==> src/rtl/pong_pkg.sv <==
// Shared types, defaults and helpers for the pong game controller.
package pong_pkg;

  typedef enum logic [1:0] {
    ST_IDLE = 2'd0,
    ST_PLAY = 2'd1,
    ST_OVER = 2'd2
  } game_state_e;

  localparam int NBALLS_DEF       = 15;
  localparam int LIVES_INIT_DEF   = 3;
  localparam int SERVE_FRAMES_DEF = 60;

  function automatic logic [15:0] sat_inc16(input logic [15:0] v);
    return (v == 16'hFFFF) ? v : v + 16'd1;
  endfunction

endpackage

==> src/rtl/pong_serve_pick.sv <==
// Lowest-index selector: one-hot grant of the lowest set bit of mask, plus valid.
module pong_serve_pick #(
  parameter int NBALLS = pong_pkg::NBALLS_DEF
) (
  input  logic [NBALLS-1:0] mask,
  output logic [NBALLS-1:0] grant,
  output logic              valid
);

  // Two's-complement isolate of the lowest set bit.
  always_comb begin
    grant = mask & (~mask + NBALLS'(1));
    valid = |mask;
  end

endmodule

==> src/rtl/pong_game_ctrl.sv <==
// Pong game controller: frame/start edge detection, game FSM, lives, score,
// per-ball loss tracking and periodic serving of disabled balls.
module pong_game_ctrl
  import pong_pkg::*;
#(
  parameter int NBALLS       = NBALLS_DEF,
  parameter int LIVES_INIT   = LIVES_INIT_DEF,
  parameter int SERVE_FRAMES = SERVE_FRAMES_DEF
) (
  input  logic              clk,
  input  logic              rstn,
  input  logic              vga_v_sync,
  input  logic              start,
  input  logic [NBALLS-1:0] ball_lost,
  input  logic              paddle_hit,
  output logic [NBALLS-1:0] ball_enable,
  output logic [NBALLS-1:0] ball_respawn,
  output logic [15:0]       score,
  output logic [2:0]        lives,
  output logic [1:0]        game_state
);

  localparam logic [7:0] SERVE_MAX  = 8'(SERVE_FRAMES - 1);
  localparam logic [2:0] LIVES_LOAD = 3'(LIVES_INIT);

  logic vs_q, vs_prev_q, frame_tick_q;
  logic start_q, start_prev_q, armed_q;
  logic vs_fall_s, start_rise_s;

  game_state_e       state_q, state_d;
  logic [NBALLS-1:0] enable_q, enable_d;
  logic [NBALLS-1:0] respawn_q, respawn_d;
  logic [NBALLS-1:0] latch_q, latch_d;
  logic [15:0]       score_q, score_d;
  logic [2:0]        lives_q, lives_d;
  logic [7:0]        serve_cnt_q, serve_cnt_d;

  logic [NBALLS-1:0] live_lost_s, lost_s, cand_s, grant_s;
  logic              grant_vld_s, expire_s;

  assign vs_fall_s    = vs_prev_q & ~vs_q;
  assign start_rise_s = start_q & ~start_prev_q;

  // Until armed, the previous-start flop tracks the raw input so a button
  // held through reset release never looks like a fresh press.
  always_ff @(posedge clk or negedge rstn) begin
    if (!rstn) begin
      vs_q         <= 1'b0;
      vs_prev_q    <= 1'b0;
      frame_tick_q <= 1'b0;
      start_q      <= 1'b0;
      start_prev_q <= 1'b0;
      armed_q      <= 1'b0;
    end else begin
      vs_q         <= vga_v_sync;
      vs_prev_q    <= vs_q;
      frame_tick_q <= vs_fall_s;
      start_q      <= start;
      start_prev_q <= armed_q ? start_q : start;
      armed_q      <= 1'b1;
    end
  end

  assign live_lost_s = ball_lost & enable_q;
  assign lost_s      = latch_q | live_lost_s;
  assign cand_s      = ~enable_q & ~lost_s;
  assign expire_s    = (serve_cnt_q == SERVE_MAX);

  pong_serve_pick #(.NBALLS(NBALLS)) u_pick (
    .mask  (cand_s),
    .grant (grant_s),
    .valid (grant_vld_s)
  );

  // Next-state logic; a loss restarts the serve period so a just-lost ball
  // waits a full period before it can be served again.
  always_comb begin
    state_d     = state_q;
    enable_d    = enable_q;
    respawn_d   = '0;
    latch_d     = latch_q;
    score_d     = score_q;
    lives_d     = lives_q;
    serve_cnt_d = serve_cnt_q;
    case (state_q)
      ST_IDLE: begin
        enable_d = '0;
        latch_d  = '0;
        if (start_rise_s) begin
          state_d     = ST_PLAY;
          lives_d     = LIVES_LOAD;
          score_d     = 16'd0;
          enable_d    = NBALLS'(1);
          respawn_d   = '1;
          serve_cnt_d = 8'd0;
        end else begin
          state_d = ST_IDLE;
        end
      end
      ST_PLAY: begin
        if (paddle_hit) begin
          score_d = sat_inc16(score_q);
        end else begin
          score_d = score_q;
        end
        if (frame_tick_q) begin
          latch_d     = '0;
          enable_d    = enable_q & ~lost_s;
          respawn_d   = lost_s;
          serve_cnt_d = expire_s ? SERVE_MAX : serve_cnt_q + 8'd1;
          if (lost_s != '0) begin
            serve_cnt_d = 8'd0;
          end else begin
            serve_cnt_d = serve_cnt_d;
          end
          if (expire_s && grant_vld_s) begin
            enable_d    = enable_d | grant_s;
            respawn_d   = respawn_d | grant_s;
            serve_cnt_d = 8'd0;
          end else begin
            enable_d = enable_d;
          end
          if (lost_s != '0) begin
            if (lives_q <= 3'd1) begin
              state_d  = ST_OVER;
              lives_d  = 3'd0;
              enable_d = '0;
            end else begin
              lives_d = lives_q - 3'd1;
            end
          end else begin
            lives_d = lives_q;
          end
        end else begin
          latch_d = latch_q | live_lost_s;
        end
      end
      ST_OVER: begin
        enable_d = '0;
        latch_d  = '0;
        if (start_rise_s) begin
          state_d = ST_IDLE;
        end else begin
          state_d = ST_OVER;
        end
      end
      default: begin
        state_d  = ST_IDLE;
        enable_d = '0;
        latch_d  = '0;
      end
    endcase
  end

  // Game state and registered outputs.
  always_ff @(posedge clk or negedge rstn) begin
    if (!rstn) begin
      state_q     <= ST_IDLE;
      enable_q    <= '0;
      respawn_q   <= '0;
      latch_q     <= '0;
      score_q     <= 16'd0;
      lives_q     <= 3'd0;
      serve_cnt_q <= 8'd0;
    end else begin
      state_q     <= state_d;
      enable_q    <= enable_d;
      respawn_q   <= respawn_d;
      latch_q     <= latch_d;
      score_q     <= score_d;
      lives_q     <= lives_d;
      serve_cnt_q <= serve_cnt_d;
    end
  end

  assign ball_enable  = enable_q;
  assign ball_respawn = respawn_q;
  assign score        = score_q;
  assign lives        = lives_q;
  assign game_state   = state_q;

endmodule

==> config.mk <==
export PLATFORM = sky130hd
export DESIGN_NAME = pong_game_ctrl
export DESIGN_NICKNAME = d
export VERILOG_FILES = /design/src/rtl/pong_pkg.sv /design/src/rtl/pong_serve_pick.sv /design/src/rtl/pong_game_ctrl.sv
export SDC_FILE = /design/constraint.sdc
export NUM_CORES = 1
export LEC_CHECK = 0
export CAP_MARGIN = 20
export CORE_MARGIN = 5
export CORE_UTILIZATION = 40
export DETAILED_ROUTE_END_ITERATION = 10
export MAX_ROUTING_LAYER = met4
export PLACE_DENSITY = 0.61
export SLEW_MARGIN = 10
export SYNTH_ARGS = -nofsm -noshare
export SYNTH_HDL_FRONTEND = slang
export SYNTH_SLANG_ARGS = --single-unit
==> constraint.sdc <==
create_clock -name clk -period 4.8 [get_ports clk]
set_input_delay 0.96 -clock clk [delete_from_list [all_inputs] [get_ports clk]]
set_output_delay 0.96 -clock clk [all_outputs]
set_load 0.05 [all_outputs]
Fig. 1: floorplan with the power grid
Scale bar: 20 microns. Pins as bars on the die edge. Tap cells in gray.
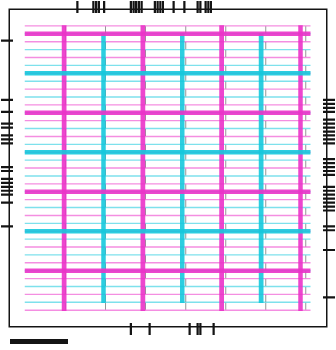
legend:
  magenta:
    net: VSS
  cyan:
    net: VDD
rows: 36
signal pins: 71
met1 rails: 37
tap cells: 133
met5 straps: 7

Fig. 2: placement by cell class
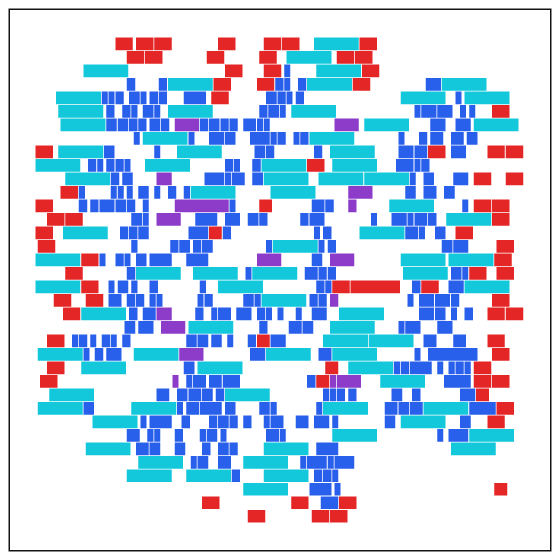
legend:
  blue:
    class: remaining logic cells
    cells: 310
    share_of_their_area: 38%
  cyan:
    class: registers
    cells: 80
    share_of_their_area: 42%
  red:
    class: remaining buffers and delay cells
    cells: 77
    share_of_their_area: 16%
  purple:
    class: clock drivers and dummy loads
    cells: 16
    share_of_their_area: 3.9%

## cells in the mapped netlist, types with 5 or more instances
cell type / instances / area, sq um
inv_1: 14 / 52.6
o211ai_1: 5 / 37.5
nand4_1: 8 / 50.1
a31oi_1: 7 / 43.8
xor2_1: 10 / 87.6
o22ai_1: 16 / 100
nor2_1: 57 / 214
a21oi_1: 22 / 110
nor3_1: 11 / 55.1
clkbuf_1: 12 / 45.0
and3_1: 6 / 37.5
nand3_1: 17 / 85.1
dfrtp_1: 80 / 2000
o21ai_0: 34 / 170
nand2b_1: 6 / 37.5
or4_1: 6 / 45.0
o31ai_1: 5 / 37.5
nand2_1: 21 / 78.8
## flip-flops by register name (all words and copies together), names as in the netlist, 2 cells and up
name	cells
ball_enable	15
ball_respawn	15
game_state	2
latch_q	15
lives	3
score	16
serve_cnt_q	8
==> impl_metrics.yaml <==
# physical design summary
logic_synthesis:
  ys_seq_share_pct: 51.2
  synthMuxAreaShare_pct: 1.12
  ff_type: "dfrtp_1"
  floorplan.nets: 429
  synthArstFlopShare_pct: 100
  xor_share_pct: 2.24
  synth_cells: 405
  synthAoiAreaFrac_pct: 21.1
  ys_cells: 405
  synth_cell_types: 56
cells_and_area:
  nNetsFinal: 502
  comb_area_sq_mm: 0.00179
  post-route-util_pct: 51.6
  lay_top_count: "dfrtp_1"
  layout_top_cells: "80 x dfrtp_1, 69 x clkdlybuf4s50_1, 57 x nor2_1"
  sh_seq_area_pct: 40.3
  nMultiInputCombCells: 296
  layout.area.top_class: "sequential cells"
  area_delta_synth_final_pct: 27.2
  clk_share_pct: 3.80
  antenna_cells: 0
  stdcell_area_sq_mm: 0.00497
clocking:
  clock-root-buffer: "clkbuf_8"
  cts-resized-gates: 0
  cts.sinks: 80
  cts_setup_buffers: 0
final_timing:
  rsz0062_at_grt: "false"
  setup-tns-final_ps: 0
  setup_viol: 0
  fmax_mhz: 350
  clock-skew-final_ps: 10.5
  worst_slew_pin_slew_ps: 870
  fin_crit_ps: 2850
  worst_slack_ps: 1950
global_route:
  grt_pass1_vias: 3305
  grt_max_degree: 81
  grt_util_met2_pct: 29.8
  grt_pass1_wl_microns: 17200
  grt-ovfl-total: 0
  busiest_layer: "met2"
critical_path:
  reg2reg_to: "serve_cnt_q[6]"
  required_ps: 5080
  critPathBufInv: 1
  crit_path_start_kind: "input port"
  crit_path_max_fanout: 4
  path_depth: 6
route:
  vias_per_cell: 5.60
  drt_wl_total_microns: 10400
  vias: 3450
  m1WireLength_microns: 4990
  dr.pass1.iters: 4
power_and_ir_drop:
  seq_power_share_pct: 39.8
  p_comb_share_pct: 38.0
  comb-power_w: 0.000831
  intPower_w: 0.00130
  p_leak_nw: 2.10
floorplanning:
  num_rows: 36
  die-area_sq_mm: 0.0118
  io_pins: 71
  coreArea_sq_mm: 0.00964
placement:
  dp_cells: 599
  dp_hpwl_microns: 7310
  post-place-ws_ps: 1600
min_path:
  hold_end: "vs_prev_q"
run_status:
  status: "complete, no violations"
job:
  warnings: 27
  drv_cap: 0
